$ cat src/rtl/mem_port_arbiter_pkg.sv
// -----------------------------------------------------------------------------
// mem_arb_pkg
// Shared types and constants for the memory-port arbiter slice.
//   state_e   : arbiter ownership states (IDLE, OWN0, OWN1)
//   REQ_P/L   : requester ids (processor = 0, loader/debug = 1)
//   DEF_AW/DW : default address / data widths
//   tag_t     : read-return tag {valid, id} carried through the RAM latency
//   sat_inc16 : 16-bit saturating increment used by the optional statistics
// -----------------------------------------------------------------------------
package mem_arb_pkg;

  localparam int DEF_AW = 6;
  localparam int DEF_DW = 16;

  typedef enum logic [1:0] {
    ST_IDLE = 2'd0,
    ST_OWN0 = 2'd1,
    ST_OWN1 = 2'd2
  } state_e;

  localparam logic REQ_P = 1'b0;
  localparam logic REQ_L = 1'b1;

  typedef struct packed {
    logic valid;
    logic id;
  } tag_t;

  function automatic logic [15:0] sat_inc16(input logic [15:0] v);
    return (v == 16'hFFFF) ? v : v + 16'd1;
  endfunction

endpackage

$ cat src/rtl/mem_port_arbiter_if.sv
// -----------------------------------------------------------------------------
// mem_port_arbiter_if
// Bundles both requester handshakes and the memory pins.
//   reqN/weN/addrN/wdataN : requester N access request (level, held until gntN)
//   gntN                  : requester N beat accepted this cycle
//   rvalidN/rdataN        : requester N read return
//   mem_addr/data/wren    : towards the synchronous RAM
//   mem_q                 : RAM read data, valid RD_LAT cycles after address
// Modports: slave = arbiter side, master = requesters + memory side.
// -----------------------------------------------------------------------------
interface mem_port_arbiter_if #(
  parameter int AW = 6,
  parameter int DW = 16
);

  logic          req0;
  logic          we0;
  logic [AW-1:0] addr0;
  logic [DW-1:0] wdata0;
  logic          gnt0;
  logic          rvalid0;
  logic [DW-1:0] rdata0;

  logic          req1;
  logic          we1;
  logic [AW-1:0] addr1;
  logic [DW-1:0] wdata1;
  logic          gnt1;
  logic          rvalid1;
  logic [DW-1:0] rdata1;

  logic [AW-1:0] mem_addr;
  logic [DW-1:0] mem_data;
  logic          mem_wren;
  logic [DW-1:0] mem_q;

  modport slave (
    input  req0, we0, addr0, wdata0,
    input  req1, we1, addr1, wdata1,
    input  mem_q,
    output gnt0, rvalid0, rdata0,
    output gnt1, rvalid1, rdata1,
    output mem_addr, mem_data, mem_wren
  );

  modport master (
    output req0, we0, addr0, wdata0,
    output req1, we1, addr1, wdata1,
    output mem_q,
    input  gnt0, rvalid0, rdata0,
    input  gnt1, rvalid1, rdata1,
    input  mem_addr, mem_data, mem_wren
  );

endinterface

$ cat src/rtl/mem_port_arbiter_tag_pipe.sv
// -----------------------------------------------------------------------------
// mem_arb_tag_pipe
// RD_LAT-deep shift register of read tags, aligned with the RAM read latency:
// a tag pushed with the address pops out in the cycle mem_q carries its data.
//   i_clk / i_rst_n : clock, asynchronous active-low reset (clears all tags)
//   i_push          : tag entering this cycle (valid=0 for writes / no beat)
//   o_pop           : tag leaving the pipe this cycle
//   o_any_valid     : some read is still in flight
// -----------------------------------------------------------------------------
module mem_arb_tag_pipe
  import mem_arb_pkg::*;
#(
  parameter int RD_LAT = 1
) (
  input  logic i_clk,
  input  logic i_rst_n,
  input  tag_t i_push,
  output tag_t o_pop,
  output logic o_any_valid
);

  logic [RD_LAT-1:0] w_valid_vec;

  genvar gi;
  generate
    for (gi = 0; gi < RD_LAT; gi++) begin : g_stage
      tag_t r_tag;
      tag_t w_in;

      if (gi == 0) begin : g_head
        assign w_in = i_push;
      end else begin : g_body
        assign w_in = g_stage[gi-1].r_tag;
      end

      always_ff @(posedge i_clk or negedge i_rst_n) begin
        if (!i_rst_n) r_tag <= '0;
        else          r_tag <= w_in;
      end

      assign w_valid_vec[gi] = r_tag.valid;
    end
  endgenerate

  assign o_pop       = g_stage[RD_LAT-1].r_tag;
  assign o_any_valid = |w_valid_vec;

endmodule

$ cat src/rtl/mem_port_arbiter.sv
// -----------------------------------------------------------------------------
// mem_port_arbiter
// Shares one synchronous-RAM port between the processor (R0) and a
// loader/debug master (R1). Round-robin ownership with bounded bursts under
// contention; grants are combinational, including the handover cycle, so the
// port never idles while someone is asking. Read data is steered back to the
// issuing requester using a tag pipe matched to the RAM latency.
//   i_clk, i_rst_n : clock, asynchronous active-low reset
//   bus (slave)    : requester handshakes + memory pins (mem_port_arbiter_if)
//   o_busy         : owner present or read in flight
// Optional (MEM_PORT_ARBITER_STATS_EN): o_gcnt0/o_gcnt1 granted beats per
// requester and o_wcnt cycles with a waiting requester, 16-bit saturating.
// -----------------------------------------------------------------------------
module mem_port_arbiter
  import mem_arb_pkg::*;
#(
  parameter int AW        = DEF_AW,
  parameter int DW        = DEF_DW,
  parameter int RD_LAT    = 1,
  parameter int MAX_BURST = 4
) (
  input  logic                i_clk,
  input  logic                i_rst_n,
  mem_port_arbiter_if.slave   bus,
  output logic                o_busy
`ifdef MEM_PORT_ARBITER_STATS_EN
  ,
  output logic [15:0]         o_gcnt0,
  output logic [15:0]         o_gcnt1,
  output logic [15:0]         o_wcnt
`endif
);

  localparam logic [1:0] S_IDLE = 2'(ST_IDLE);
  localparam logic [1:0] S_OWN0 = 2'(ST_OWN0);
  localparam logic [1:0] S_OWN1 = 2'(ST_OWN1);

  logic [1:0] r_state;
  logic [1:0] w_state_next;
  logic       r_ptr;
  logic [3:0] r_cnt;

  logic       w_sel_valid;
  logic       w_sel_id;
  logic       w_cnt_full;
  logic       w_owner_valid;
  logic       w_owner_id;
  logic       w_continue;
  logic       w_leave;
  logic       w_gnt0;
  logic       w_gnt1;
  logic       w_sel_we;

  tag_t       w_push;
  tag_t       w_pop;
  logic       w_tag_any;
  logic       w_ret0;
  logic       w_ret1;
  logic [DW-1:0] r_rdata0;
  logic [DW-1:0] r_rdata1;

  assign w_cnt_full    = (r_cnt >= 4'(MAX_BURST));
  assign w_owner_valid = (r_state != S_IDLE);
  assign w_owner_id    = (r_state == S_OWN1);

  // Arbitration is evaluated every cycle from the registered owner; the
  // grant is gated by reset so nothing reaches the RAM while held in reset.
  always_comb begin
    w_sel_valid = 1'b0;
    w_sel_id    = r_ptr;
    if (i_rst_n) begin
      case (r_state)
        S_IDLE: begin
          if (bus.req0 && bus.req1) begin
            w_sel_valid = 1'b1;
            w_sel_id    = r_ptr;
          end else if (bus.req0) begin
            w_sel_valid = 1'b1;
            w_sel_id    = REQ_P;
          end else if (bus.req1) begin
            w_sel_valid = 1'b1;
            w_sel_id    = REQ_L;
          end
        end
        S_OWN0: begin
          // Keep streaming unless the burst is spent and R1 is waiting.
          if (bus.req0 && !(w_cnt_full && bus.req1)) begin
            w_sel_valid = 1'b1;
            w_sel_id    = REQ_P;
          end else if (bus.req1) begin
            w_sel_valid = 1'b1;
            w_sel_id    = REQ_L;
          end
        end
        S_OWN1: begin
          if (bus.req1 && !(w_cnt_full && bus.req0)) begin
            w_sel_valid = 1'b1;
            w_sel_id    = REQ_L;
          end else if (bus.req0) begin
            w_sel_valid = 1'b1;
            w_sel_id    = REQ_P;
          end
        end
        default: begin
          w_sel_valid = 1'b0;
        end
      endcase
    end
  end

  assign w_continue   = w_owner_valid && w_sel_valid && (w_sel_id == w_owner_id);
  assign w_leave      = w_owner_valid && !w_continue;
  assign w_state_next = !w_sel_valid ? S_IDLE : (w_sel_id ? S_OWN1 : S_OWN0);

  always_ff @(posedge i_clk or negedge i_rst_n) begin
    if (!i_rst_n) begin
      r_state <= S_IDLE;
      r_ptr   <= REQ_P;
      r_cnt   <= 4'd0;
    end else begin
      r_state <= w_state_next;
      if (w_leave) r_ptr <= ~w_owner_id;
      // The granted beat of a new owner is already its first burst beat.
      if (w_continue)       r_cnt <= (r_cnt == 4'hF) ? r_cnt : r_cnt + 4'd1;
      else if (w_sel_valid) r_cnt <= 4'd1;
      else                  r_cnt <= 4'd0;
    end
  end

  assign w_gnt0   = w_sel_valid && (w_sel_id == REQ_P);
  assign w_gnt1   = w_sel_valid && (w_sel_id == REQ_L);
  assign w_sel_we = w_sel_id ? bus.we1 : bus.we0;

  assign bus.gnt0     = w_gnt0;
  assign bus.gnt1     = w_gnt1;
  assign bus.mem_wren = w_sel_valid && w_sel_we;
  assign bus.mem_addr = !w_sel_valid ? '0 : (w_sel_id ? bus.addr1 : bus.addr0);
  assign bus.mem_data = !w_sel_valid ? '0 : (w_sel_id ? bus.wdata1 : bus.wdata0);

  assign w_push.valid = w_sel_valid && !w_sel_we;
  assign w_push.id    = w_sel_id;

  mem_arb_tag_pipe #(
    .RD_LAT (RD_LAT)
  ) u_tag_pipe (
    .i_clk       (i_clk),
    .i_rst_n     (i_rst_n),
    .i_push      (w_push),
    .o_pop       (w_pop),
    .o_any_valid (w_tag_any)
  );

  assign w_ret0 = w_pop.valid && (w_pop.id == REQ_P);
  assign w_ret1 = w_pop.valid && (w_pop.id == REQ_L);

  // rdata shows mem_q in the return cycle and then holds it.
  always_ff @(posedge i_clk or negedge i_rst_n) begin
    if (!i_rst_n) begin
      r_rdata0 <= '0;
      r_rdata1 <= '0;
    end else begin
      if (w_ret0) r_rdata0 <= bus.mem_q;
      if (w_ret1) r_rdata1 <= bus.mem_q;
    end
  end

  assign bus.rvalid0 = w_ret0;
  assign bus.rvalid1 = w_ret1;
  assign bus.rdata0  = w_ret0 ? bus.mem_q : r_rdata0;
  assign bus.rdata1  = w_ret1 ? bus.mem_q : r_rdata1;

  assign o_busy = w_owner_valid || w_tag_any;

`ifdef MEM_PORT_ARBITER_STATS_EN
  logic [15:0] r_gcnt0;
  logic [15:0] r_gcnt1;
  logic [15:0] r_wcnt;

  always_ff @(posedge i_clk or negedge i_rst_n) begin
    if (!i_rst_n) begin
      r_gcnt0 <= '0;
      r_gcnt1 <= '0;
      r_wcnt  <= '0;
    end else begin
      if (w_gnt0) r_gcnt0 <= sat_inc16(r_gcnt0);
      if (w_gnt1) r_gcnt1 <= sat_inc16(r_gcnt1);
      if ((bus.req0 && !w_gnt0) || (bus.req1 && !w_gnt1)) r_wcnt <= sat_inc16(r_wcnt);
    end
  end

  assign o_gcnt0 = r_gcnt0;
  assign o_gcnt1 = r_gcnt1;
  assign o_wcnt  = r_wcnt;
`endif

endmodule

$ cat src/flat_wrapper.sv
// flat-port wrapper written by rule: the top's interface ports become plain ports
module mem_port_arbiter_flat import mem_arb_pkg::*;
#(
  parameter int AW        = DEF_AW,
  parameter int DW        = DEF_DW,
  parameter int RD_LAT    = 1,
  parameter int MAX_BURST = 4
)
  (i_clk, i_rst_n, o_busy, bus_req0, bus_we0, bus_addr0, bus_wdata0, bus_req1, bus_we1, bus_addr1, bus_wdata1, bus_mem_q, bus_gnt0, bus_rvalid0, bus_rdata0, bus_gnt1, bus_rvalid1, bus_rdata1, bus_mem_addr, bus_mem_data, bus_mem_wren);
  mem_port_arbiter_if #(.AW(AW), .DW(DW)) bus_i ();
  input  logic i_clk;
  input  logic i_rst_n;
  output logic o_busy;
  input wire logic [$bits(bus_i.req0)-1:0] bus_req0;
  input wire logic [$bits(bus_i.we0)-1:0] bus_we0;
  input wire logic [$bits(bus_i.addr0)-1:0] bus_addr0;
  input wire logic [$bits(bus_i.wdata0)-1:0] bus_wdata0;
  input wire logic [$bits(bus_i.req1)-1:0] bus_req1;
  input wire logic [$bits(bus_i.we1)-1:0] bus_we1;
  input wire logic [$bits(bus_i.addr1)-1:0] bus_addr1;
  input wire logic [$bits(bus_i.wdata1)-1:0] bus_wdata1;
  input wire logic [$bits(bus_i.mem_q)-1:0] bus_mem_q;
  output wire logic [$bits(bus_i.gnt0)-1:0] bus_gnt0;
  output wire logic [$bits(bus_i.rvalid0)-1:0] bus_rvalid0;
  output wire logic [$bits(bus_i.rdata0)-1:0] bus_rdata0;
  output wire logic [$bits(bus_i.gnt1)-1:0] bus_gnt1;
  output wire logic [$bits(bus_i.rvalid1)-1:0] bus_rvalid1;
  output wire logic [$bits(bus_i.rdata1)-1:0] bus_rdata1;
  output wire logic [$bits(bus_i.mem_addr)-1:0] bus_mem_addr;
  output wire logic [$bits(bus_i.mem_data)-1:0] bus_mem_data;
  output wire logic [$bits(bus_i.mem_wren)-1:0] bus_mem_wren;
  assign bus_i.req0 = bus_req0;
  assign bus_i.we0 = bus_we0;
  assign bus_i.addr0 = bus_addr0;
  assign bus_i.wdata0 = bus_wdata0;
  assign bus_i.req1 = bus_req1;
  assign bus_i.we1 = bus_we1;
  assign bus_i.addr1 = bus_addr1;
  assign bus_i.wdata1 = bus_wdata1;
  assign bus_i.mem_q = bus_mem_q;
  assign bus_gnt0 = bus_i.gnt0;
  assign bus_rvalid0 = bus_i.rvalid0;
  assign bus_rdata0 = bus_i.rdata0;
  assign bus_gnt1 = bus_i.gnt1;
  assign bus_rvalid1 = bus_i.rvalid1;
  assign bus_rdata1 = bus_i.rdata1;
  assign bus_mem_addr = bus_i.mem_addr;
  assign bus_mem_data = bus_i.mem_data;
  assign bus_mem_wren = bus_i.mem_wren;
  mem_port_arbiter #(.AW(AW), .DW(DW), .RD_LAT(RD_LAT), .MAX_BURST(MAX_BURST)) u_core (.i_clk(i_clk), .i_rst_n(i_rst_n), .bus(bus_i), .o_busy(o_busy));
endmodule
$ cat config.mk
export PLATFORM = sky130hd
export DESIGN_NAME = mem_port_arbiter_flat
export DESIGN_NICKNAME = d
export VERILOG_FILES = /design/src/rtl/mem_port_arbiter_pkg.sv /design/src/rtl/mem_port_arbiter_if.sv /design/src/rtl/mem_port_arbiter_tag_pipe.sv /design/src/rtl/mem_port_arbiter.sv /design/src/flat_wrapper.sv
export SDC_FILE = /design/constraint.sdc
export NUM_CORES = 1
export LEC_CHECK = 0
export CAP_MARGIN = 20
export CORE_ASPECT_RATIO = 0.75
export CORE_MARGIN = 2
export CORE_UTILIZATION = 30
export CTS_CLUSTER_DIAMETER = 80
export CTS_CLUSTER_SIZE = 40
export DETAILED_ROUTE_END_ITERATION = 10
export DONT_BUFFER_PORTS = 1
export GPL_TIMING_DRIVEN = 0
export PLACE_DENSITY = 0.52
export SYNTH_ARGS = -nofsm -noshare
export SYNTH_HDL_FRONTEND = slang
export SYNTH_SLANG_ARGS = --single-unit
export TNS_END_PERCENT = 1
$ cat constraint.sdc
create_clock -name i_clk -period 6.1 [get_ports i_clk]
set_input_delay 1.525 -clock i_clk [delete_from_list [all_inputs] [get_ports i_clk]]
set_output_delay 1.525 -clock i_clk [all_outputs]
set_load 0.005 [all_outputs]
class_map.png
The bar under the picture is 20 um long. Fill, decap, tap and diode cells in gray.
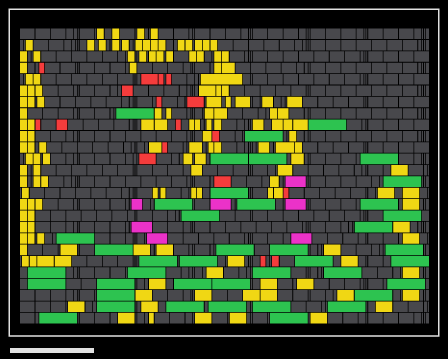
legend:
  yellow:
    class: remaining logic cells
    cells: 150
  green:
    class: registers
    cells: 41
  magenta:
    class: clock drivers and dummy loads
    cells: 7
  red:
    class: remaining buffers and delay cells
    cells: 17

ff_map.png
The bar under the picture is 20 um long. Other sequential cells in the stronger gray, the rest of the logic in the fainter gray.
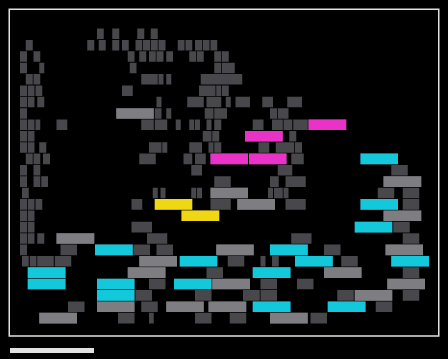
legend:
  cyan:
    signal: u_core.r_rdata0
    sequential_cells: 16
  magenta:
    signal: u_core.r_cnt
    sequential_cells: 4
    where: center
  yellow:
    signal: u_core.r_state
    sequential_cells: 2

placed.png
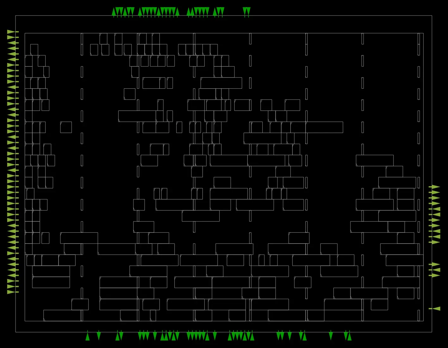
Seq/total area: 0.429
Final Instance Count excl. Fillers: 313
CORE AREA: 6930 um^2

==> impl_metrics.tcl <==
# collected from the flow reports
set metrics [dict create \
    topRoutingLayerUsed "met4" \
    synth_cells 208 \
    p_comb_mw 0.342 \
    grt_use_met3 0.0387 \
    ys.flops 41 \
    diodes 0 \
    yosys.area_share.simple 0.125 \
    skew_ns 0.00733 \
    powerClk_mw 0.182 \
    cts_buffers 5 \
    dr_wl_met2_mm 2.49 \
    lay_top_cells "dfrtp_1, nand3_1, o21ai_1, a21oi_1, mux2_2" \
    clockBufferDepth 2 \
    wl_met1_mm 2.36 \
    p_leak_nw 0.939 \
    synth-edff-count 0 \
    rows 26 \
    status "completed" \
    antenna_left 0 \
    ys_async_sr_fraction 1.00 \
    dominant-cell-class "logic gates" \
    crit_start "bus_req0" \
    dr_total_vias 1616 \
    yosysCellCount 208 \
    routed_via_density 5.16 \
    reg2reg_to "u_core.r_ptr" \
    fin_crit_ns 4.27 \
    crit_slowest_cell "o32ai_4" \
    ios 126 \
    reg2reg_slack_ns 4.21 \
    ys_area_um2 2180 \
    cp-endpoint "bus_mem_data[14]" \
    path_depth 6 \
    portBuffers 0 \
    sh_comb_area 0.432 \
    grt_pass1_wl_mm 7.90 \
    cp_data_required_time_ns 4.58 \
    grt_pass1_vias 1540 \
    grt_use_met1 0.173 \
    place_congestion 0.719 \
    nNonClkBuffers 17 \
    crit_path_end_kind "output pin" \
    cts_sinks 41 \
    non_clock_inverter_count 4 \
    power_leader "registers" \
    power_frac_comb 0.364 \
]
gates.png
The bar under the picture is 20 um long.
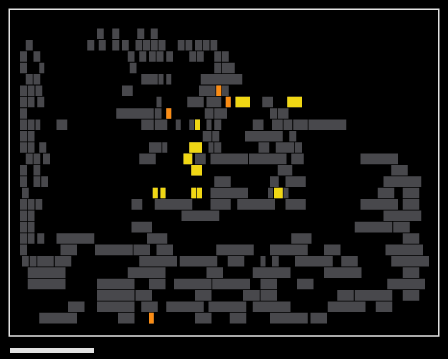
legend:
  yellow:
    family: nor cells
    cells: 11
    most_used: nor2_1
    where: center
  orange:
    family: inv cells
    cells: 4
    most_used: inv_1

layers.png
The bar under the picture is 20 um long.
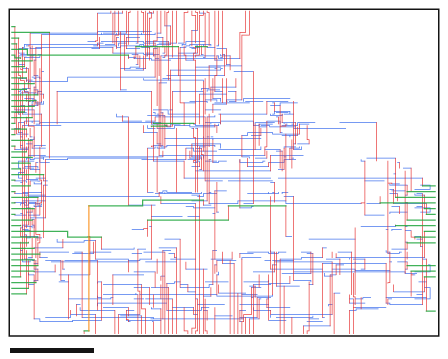
legend:
  blue:
    layer: M1
    wire_length: 2360 um
  red:
    layer: M2
    wire_length: 2490 um
  orange:
    layer: M4
    wire_length: 29.9 um
  green:
    layer: M3
    wire_length: 401 um

[synthesized netlist by cell type, drive strengths merged (2+ instances only)]
| cell | count | area share |
|---|---|---|
| nor3 | 2 | 0.0092 |
| inv | 4 | 0.0069 |
| dfrtp | 41 | 0.47 |
| clkbuf | 7 | 0.012 |
| a21oi | 24 | 0.055 |
| buf | 10 | 0.036 |
| nor2b | 2 | 0.0057 |
| nand2 | 5 | 0.0098 |
| a211oi | 4 | 0.014 |
| mux2 | 32 | 0.17 |
| nor2 | 5 | 0.0086 |
| nand3 | 26 | 0.060 |
| o21ai | 27 | 0.062 |
| mux2i | 2 | 0.0092 |
[stage by stage]
step / area, um^2 / util
floorplan: 2180 / -
global placement: 2300 / 0.332
detailed placement: 2300 / 0.332
CTS: 2390 / 0.345
global route: 2390 / 0.345
finish: 2390 / 0.345
